`src/rtl/apb_bridge_pkg.sv`:
```
// AHB-Lite to APB bridge shared definitions.
// FSM state codes, HTRANS encodings and HRESP values.
package apb_bridge_pkg;

  localparam logic [2:0] S_IDLE   = 3'd0;
  localparam logic [2:0] S_LATCH  = 3'd1;
  localparam logic [2:0] S_SETUP  = 3'd2;
  localparam logic [2:0] S_ACCESS = 3'd3;
  localparam logic [2:0] S_ERR1   = 3'd4;
  localparam logic [2:0] S_ERR2   = 3'd5;

  localparam logic [1:0] HTRANS_IDLE   = 2'b00;
  localparam logic [1:0] HTRANS_BUSY   = 2'b01;
  localparam logic [1:0] HTRANS_NONSEQ = 2'b10;
  localparam logic [1:0] HTRANS_SEQ    = 2'b11;

  localparam logic HRESP_OKAY  = 1'b0;
  localparam logic HRESP_ERROR = 1'b1;

endpackage

```
`src/rtl/apb_addr_decoder.sv`:
```
// One-hot APB slave decode over equal 2^SLV_AW windows.
// Purely combinational; misses yield sel=0, hit=0.
module apb_addr_decoder #(
  parameter int unsigned       ADDR_W    = 32,
  parameter int unsigned       NUM_SLV   = 4,
  parameter int unsigned       SLV_AW    = 12,
  parameter logic [ADDR_W-1:0] BASE_ADDR = '0,
  parameter int unsigned       IDX_W     =
    (NUM_SLV > 1) ? $clog2(NUM_SLV) : 1
) (
  input  logic [ADDR_W-1:0]  addr,
  output logic [NUM_SLV-1:0] sel,
  output logic [IDX_W-1:0]   idx,
  output logic               hit
);

  logic [ADDR_W-1:0] off;
  logic [ADDR_W-1:0] win;

  // addresses below BASE_ADDR wrap to a huge offset and miss
  always_comb begin
    off = addr - BASE_ADDR;
    win = off >> SLV_AW;
    hit = (win < ADDR_W'(NUM_SLV));
    idx = IDX_W'(win);
    sel = '0;
    for (int i = 0; i < NUM_SLV; i++)
      sel[i] = hit && (idx == IDX_W'(i));
  end

endmodule

```
`src/rtl/ahb_apb_bridge_param.sv`:
```
// Parametrised AHB-Lite to APB bridge with wait states,
// slave-error, decode-miss and timeout mapped to AHB ERROR.
module ahb_apb_bridge_param
  import apb_bridge_pkg::*;
#(
  parameter int unsigned       ADDR_W    = 32,
  parameter int unsigned       DATA_W    = 32,
  parameter int unsigned       NUM_SLV   = 4,
  parameter int unsigned       SLV_AW    = 12,
  parameter logic [ADDR_W-1:0] BASE_ADDR = '0,
  parameter int unsigned       TIMEOUT   = 16
) (
  input  logic                      h_clk,
  input  logic                      h_reset,
  input  logic                      h_sel,
  input  logic [1:0]                h_trans,
  input  logic                      h_write,
  input  logic [ADDR_W-1:0]         h_addr,
  input  logic [DATA_W-1:0]         h_wdata,
  input  logic                      h_ready_in,
  output logic                      h_readyout,
  output logic                      h_resp,
  output logic [DATA_W-1:0]         h_rdata,
  output logic [ADDR_W-1:0]         p_addr,
  output logic [DATA_W-1:0]         p_wdata,
  output logic                      p_write,
  output logic [NUM_SLV-1:0]        p_selx,
  output logic                      p_enable,
  input  logic [NUM_SLV*DATA_W-1:0] p_rdata,
  input  logic [NUM_SLV-1:0]        p_ready,
  input  logic [NUM_SLV-1:0]        p_slverr
);

  localparam int unsigned IDX_W =
    (NUM_SLV > 1) ? $clog2(NUM_SLV) : 1;
  localparam int unsigned CNT_W =
    (TIMEOUT > 0) ? $clog2(TIMEOUT + 1) : 1;
  localparam logic [CNT_W-1:0] CNT_LAST =
    CNT_W'((TIMEOUT > 0) ? TIMEOUT - 1 : 0);
  localparam logic [CNT_W-1:0] CNT_MAX = CNT_W'(TIMEOUT);

  logic [2:0]         state;
  logic [ADDR_W-1:0]  addr_q;
  logic               write_q;
  logic               hit_q;
  logic [IDX_W-1:0]   idx_q;
  logic [NUM_SLV-1:0] sel_q;
  logic [CNT_W-1:0]   cnt;

  logic [NUM_SLV-1:0] dec_sel;
  logic [IDX_W-1:0]   dec_idx;
  logic               dec_hit;

  logic              take;
  logic              rdy;
  logic              err;
  logic              tmo;
  logic [DATA_W-1:0] rdata_s;

  apb_addr_decoder #(
    .ADDR_W    (ADDR_W),
    .NUM_SLV   (NUM_SLV),
    .SLV_AW    (SLV_AW),
    .BASE_ADDR (BASE_ADDR),
    .IDX_W     (IDX_W)
  ) u_dec (
    .addr (h_addr),
    .sel  (dec_sel),
    .idx  (dec_idx),
    .hit  (dec_hit)
  );

  // new address phase is legal whenever HREADYOUT is high
  always_comb begin
    take = h_sel && h_ready_in
        && (h_trans == HTRANS_NONSEQ || h_trans == HTRANS_SEQ)
        && (state == S_IDLE || state == S_ERR2);
    rdy     = p_ready[idx_q];
    err     = p_slverr[idx_q];
    rdata_s = p_rdata[idx_q*DATA_W +: DATA_W];
    tmo     = (TIMEOUT != 0) && (cnt == CNT_LAST);
  end

  always_ff @(posedge h_clk or negedge h_reset) begin
    if (!h_reset) begin
      state      <= S_IDLE;
      h_readyout <= 1'b1;
      h_resp     <= HRESP_OKAY;
      h_rdata    <= '0;
      p_addr     <= '0;
      p_wdata    <= '0;
      p_write    <= 1'b0;
      p_selx     <= '0;
      p_enable   <= 1'b0;
      cnt        <= '0;
      addr_q     <= '0;
      write_q    <= 1'b0;
      hit_q      <= 1'b0;
      idx_q      <= '0;
      sel_q      <= '0;
    end else begin
      case (state)
        S_IDLE: ;
        S_LATCH: begin
          if (hit_q) begin
            state   <= S_SETUP;
            p_selx  <= sel_q;
            p_addr  <= addr_q;
            p_write <= write_q;
            if (write_q) p_wdata <= h_wdata;
          end else begin
            state  <= S_ERR1;
            h_resp <= HRESP_ERROR;
          end
        end
        S_SETUP: begin
          state    <= S_ACCESS;
          p_enable <= 1'b1;
          cnt      <= '0;
        end
        S_ACCESS: begin
          if (rdy || tmo) begin
            p_selx   <= '0;
            p_enable <= 1'b0;
            if (rdy && !err) begin
              state      <= S_IDLE;
              h_readyout <= 1'b1;
              if (!write_q) h_rdata <= rdata_s;
            end else begin
              state  <= S_ERR1;
              h_resp <= HRESP_ERROR;
            end
          end else if (cnt != CNT_MAX) begin
            cnt <= cnt + 1'b1;
          end
        end
        S_ERR1: begin
          state      <= S_ERR2;
          h_readyout <= 1'b1;
        end
        S_ERR2: begin
          state  <= S_IDLE;
          h_resp <= HRESP_OKAY;
        end
        default: state <= S_IDLE;
      endcase
      if (take) begin
        state      <= S_LATCH;
        h_readyout <= 1'b0;
        addr_q     <= h_addr;
        write_q    <= h_write;
        hit_q      <= dec_hit;
        idx_q      <= dec_idx;
        sel_q      <= dec_sel;
      end
    end
  end

endmodule
```
`config.mk`:
```
export PLATFORM = sky130hd
export DESIGN_NAME = ahb_apb_bridge_param
export DESIGN_NICKNAME = d
export VERILOG_FILES = /design/src/rtl/apb_bridge_pkg.sv /design/src/rtl/apb_addr_decoder.sv /design/src/rtl/ahb_apb_bridge_param.sv
export SDC_FILE = /design/constraint.sdc
export NUM_CORES = 1
export LEC_CHECK = 0
export CAP_MARGIN = 40
export CORE_MARGIN = 8
export CORE_UTILIZATION = 38
export CTS_CLUSTER_DIAMETER = 200
export DETAILED_ROUTE_END_ITERATION = 7
export PLACE_DENSITY = 0.85
export SLEW_MARGIN = 0
export SYNTH_ARGS = -nofsm -noshare
export SYNTH_HDL_FRONTEND = slang
export SYNTH_SLANG_ARGS = --single-unit
```
`constraint.sdc`:
```
create_clock -name h_clk -period 1.85 [get_ports h_clk]
set_input_delay 0.37 -clock h_clk [delete_from_list [all_inputs] [get_ports h_clk]]
set_output_delay 0.37 -clock h_clk [all_outputs]
set_load 0.05 [all_outputs]
```
==> run_1/detail.png <==
The bar under the picture is 5 um long. Region (66, 96) to (86, 116) um. Cells in grey, sequential cells in the stronger grey; small squares are vias.
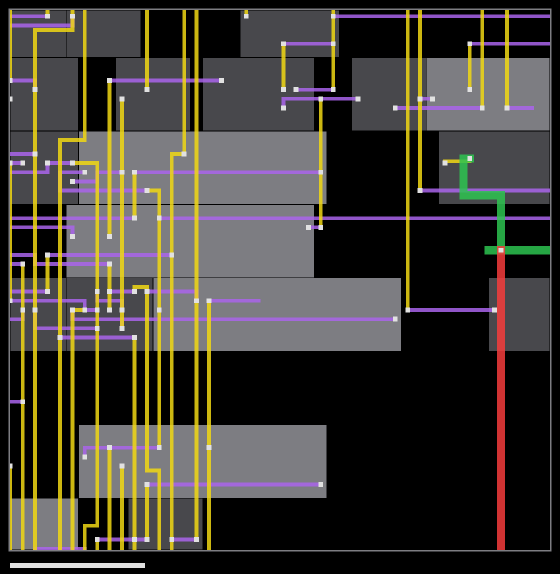
metal 3: in green. metal 4: in red. metal 2: in yellow. metal 1: in purple.
Most frequent: buf_4 (5), dfrtp_1 (4). 16 logic cells have their middle in the window. Netlist names of flops here include p_selx (3), p_wdata (1). Sequential cells in the window: 4.

==> run_1/wires.png <==
The bar under the picture is 50 um long.
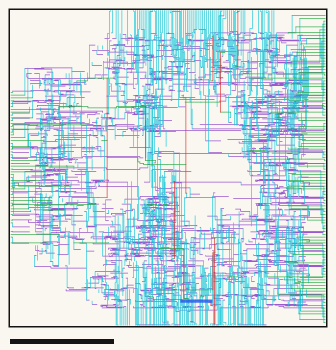
metal 1: in purple, wire length 8280 um. metal 5: in blue, wire length 13.8 um. metal 4: in red, wire length 324 um. metal 2: in cyan, wire length 11500 um. metal 3: in green, wire length 2060 um.
wire length per cell: 21.5 um
Global Route Usage Sum: 19.0%
post-detailed-routing wire length: 22.2 mm
Via Count: 5201

==> reports/metrics.yaml, run 1 <==
outcome: "finished, final reports clean"
synthAoiAreaFrac_pct: 3.08
async_flop_share_pct: 100
cts_buffers: 17
seq_share_pct: 33.8
top_area_share_pct: 53.6
met2RoutedLength_mm: 11.5
clock_area_share_pct: 5.23
cts_tree: "built"
drt-vias-per-instance: 5.04
logic_area_sq_um: 3080
ctsResizeCount: 26
power_density_nw_per_um2: 991
syn2layout_area_growth_pct: 59.8
period_used_pct: 99.0
post_cts_buffers: 5
ys_sh_mux_pct: 33.8
fillers: 1385
ff_count: 150
drv_slew: 0
yosysTopAreaCell: "dfrtp_1"
cts.sinks: 150
clk_latency_ns: 0.41
worst-path-buf-inv: 0
layout.nets: 1001
clock_skew_ns: 0.00646
synthSimpleGateAreaFrac_pct: 5.26
rrSetupSlack_ns: 0.02
core_sq_um: 18000
warnings: 30
comb_power_mw: 3.49
cp-endpoint: "cnt[3]"
cp.required_ns: 2.18
path_cells: "ha_2 > and3_4 > ha_4 > nor2b_2 > a32oi_4 > or3_1 > a21oi_1"
timing.slew.headroom_pct: 66.5
ff2ff_path_depth: 7
critPathTopFamily: "simple AND/OR/NAND/NOR gates"
critPathMaxStageDelay_ns: 0.38
drv_cap: 0
r2r_end: "cnt[3]"
insertedDiodeCount: 0
ys_types: 48
hold_path_class: "in2async"
fp_util_pct: 38.7
drive_above_1_share_pct: 45.1
dieArea_sq_um: 22900
combPwrFrac_pct: 31.7
worst_pin_slew_ns: 0.503
min_period_ns: 1.83
place_congestion: 0.793
p_seq_share_pct: 37.2
grt_pass1_vias: 5910
cts-htree-levels: 4
synth-area-yosys_sq_um: 6950
largestClassByArea: "sequential cells"
xor_share_pct: 0.126
route.layer.met1.wl_mm: 8.28
syn_avg_cell_area_sq_um: 15.9
p_leak_nw: 5.15
hold_viol: 0
crit_cells: 7
num_rows: 49
ios: 311
multiInputCombCellCount: 256
cp_slowest_cell: "dfrtp_1"
grt_busiest_layer: "met2"
cts-root-buf: "clkbuf_16"
fp.dieH_um: 151
drt_iter0_markers: 226
first_pass_iters: 4
crit_path_end_kind: "flip-flop"
ys_seq_elements: 150
ys_cells: 437
pwr-share-clk_pct: 31.1
rsz0062_at_grt: "yes"
syn_inst: 437
arrival_ns: 2.16
bufAreaShareNonClock_pct: 30.5
setup_viol: 0
syn-cell-area_sq_um: 6950
synth.area.top_cells: "dfrtp_1 54%, mux2_2 16%, mux4_2 8.1%"
criticalPathCategory: "reg2reg"
antenna_left: 0
cts_hold_buf: 1
grtUsageMet1_pct: 20.8
grt_overflow: 0
r2r-start: "cnt[0]"
synth_top_cell_by_count: "dfrtp_1"
path_max_fanout: 4
ys_top_logic_family: "multiplexers"
==> run_1/flops_by_reg.png <==
The bar under the picture is 50 um long. Other sequential cells in the stronger grey, the rest of the logic in the fainter grey.
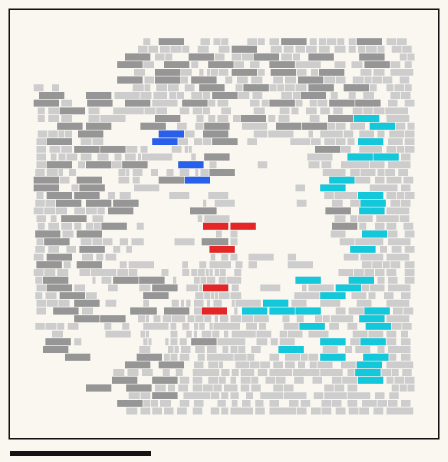
h_rdata: in cyan, flops 32. cnt: in red, flops 5, where centre. sel_q: in blue, flops 4.
Another 109 sequential cells are not coloured.
Flop area: 3760 sq um
Layout Utilization: 61.8%

==> run_1/logic_types.png <==
The bar under the picture is 50 um long.
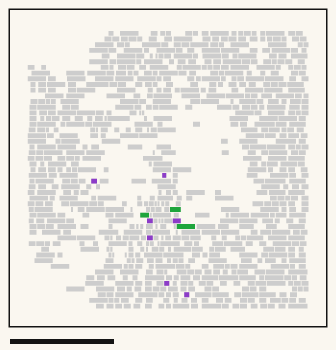
adder and majority cells: in green, cells 3. AND and OR gates: in purple, cells 7, most used and2b_1.
most frequent logic cell in the layout: clkdlybuf4s50_1
Non-Filler Instances: 1032
combinational share of cell area: 27.7%

## run 1: metrics by stage
| step | setup TNS [ns] | worst slack, ns | power (mW) | hold WS, ns | cell area [sq um] |
|---|---|---|---|---|---|
| 6_report | 0 | 0.0181 | 11.0 | 0.496 | 11100 |
| 5_1_grt | -0.202 | -0.0539 | 11.6 | 0.511 | 11100 |
| 4_1_cts | -0.0396 | -0.0201 | 11.1 | 0.478 | 11000 |
| 3_5_place_dp | -18.03 | -0.507 | 7.52 | 0.346 | 10300 |
| 3_3_place_gp | -14.96 | -0.443 | 7.41 | 0.341 | 10300 |
| 2_1_floorplan | 0 | 0.0433 | 6.22 | 0.0744 | 6950 |
==> run_1/congestion.png <==
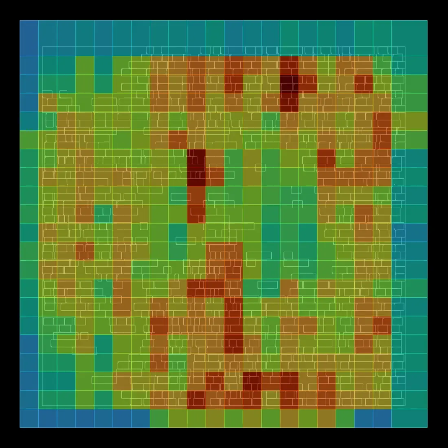

==> run 1 -> run 2 <==
--- a/config.mk
+++ b/config.mk
@@ -11,6 +11,7 @@
 export CTS_CLUSTER_DIAMETER = 200
 export DETAILED_ROUTE_END_ITERATION = 7
 export PLACE_DENSITY = 0.85
+export RECOVER_POWER = 25
 export SLEW_MARGIN = 0
 export SYNTH_ARGS = -nofsm -noshare
 export SYNTH_HDL_FRONTEND = slang
==> run_2/congestion.png <==
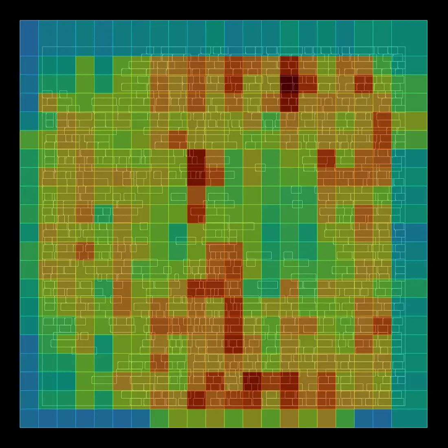
Layout Utilization: 61.8%
global routing's busiest layer: met2
met3 usage: 7.02%

==> run 2 against run 1 <==
Effect of this change:
- routed wire length down 0.23%
- clock-buffer cell count did not move
- worst hold slack improved by 0.0016 ns
- clock skew about the same
- final cell count is the same
- sequential share of layout area about the same
- via count barely moved
- critical path type unchanged
- critical endpoint unchanged
- largest power group unchanged
==> reports/metrics.yaml, run 2 <==
worst-path-buf-inv: 0
outcome: "finished, final reports clean"
cts_buffers: 17
antenna_left: 0
min_period_ns: 1.83
drive_above_1_share_pct: 45.1
place_congestion: 0.793
fillers: 1388
synth_top_cell_by_count: "dfrtp_1"
pre_cts_slack_ns: -0.507
comb_share_pct: 27.7
flop_area_sq_um: 3760
drt_iter0_markers: 215
syn_avg_cell_area_sq_um: 15.9
critPathMaxStageDelay_ns: 0.38
path_cells: "ha_2 > and3_4 > ha_4 > nor2b_2 > a32oi_4 > or3_1 > a21oi_1"
worst_pin_slew_ns: 1.18
drv_slew: 0
total_power_mw: 11.0
setup_viol: 0
wl_per_cell_um: 21.5
cp_slowest_cell: "dfrtp_1"
fp_util_pct: 38.7
power_density_nw_per_um2: 993
comb_power_mw: 3.49
seq_share_pct: 33.9
layout.nets: 1001
warnings: 30
synth-area-yosys_sq_um: 6950
p_leak_nw: 5.14
core_sq_um: 18000
combPwrFrac_pct: 31.7
ys_cells: 437
multiInputCombCellCount: 256
bufAreaShareNonClock_pct: 30.4
top_area_share_pct: 53.6
ys_types: 48
ios: 311
criticalPathCategory: "reg2reg"
grt_overflow: 0
xor_share_pct: 0.126
pwr-share-clk_pct: 31.1
largestClassByArea: "sequential cells"
route.layer.met1.wl_mm: 8.12
crit_path_end_kind: "flip-flop"
timing.slew.headroom_pct: 21.2
met2RoutedLength_mm: 11.5
grtUsageMet1_pct: 20.8
fin_area_sq_um: 11100
instances_no_fill: 1032
via_count: 5204
async_flop_share_pct: 100
critPathTopFamily: "simple AND/OR/NAND/NOR gates"
synthSimpleGateAreaFrac_pct: 5.26
grt_pass1_vias: 5910
hold_viol: 0
yosysTopAreaCell: "dfrtp_1"
setup_ws_ns: 0.0169
synth.area.top_cells: "dfrtp_1 54%, mux2_2 16%, mux4_2 8.1%"
cts_hold_buf: 1
cts.sinks: 150
ff_count: 150
cp.required_ns: 2.18
clock_area_share_pct: 5.23
drt-vias-per-instance: 5.04
wirelength_mm: 22.1
path_max_fanout: 4
cts-root-buf: "clkbuf_16"
syn-cell-area_sq_um: 6950
num_rows: 49
insertedDiodeCount: 0
place_area_sq_um: 10300
holdWs_ns: 0.498
fp.dieH_um: 151
synthAoiAreaFrac_pct: 3.08
arrival_ns: 2.16
layout.cells.most_common: "clkdlybuf4s50_1"
hold_path_class: "reg2reg"
==> run 2: path summary, 6_finish.rpt <==
check / slack (ns) / cells past startpoint / start / endpoint
worst max-delay path: 0.02 / 7 / cnt[0] / cnt[3]
worst min-delay path: 0.50 / 1 / addr_q[22] / p_addr[22]
worst max register to register: 0.02 / 7 / cnt[0] / cnt[3]
worst min register to register: 0.50 / 1 / addr_q[22] / p_addr[22]
max in group asynchronous: 0.22 / 3 / h_reset / p_addr[23]
min in group asynchronous: 0.75 / 2 / h_reset / p_wdata[13]
==> run 2: cells by family after synthesis <==
kind of cell,Yosys count
xor gates and xnor gates,1
and+or+nand+nor,60
DFF,150
adders and majority gates,3
buffers and inverters,31
muxes,163
AOI/OAI and AO/OA,29
Power figures rest on the tool's default switching activity, not on a simulated workload.
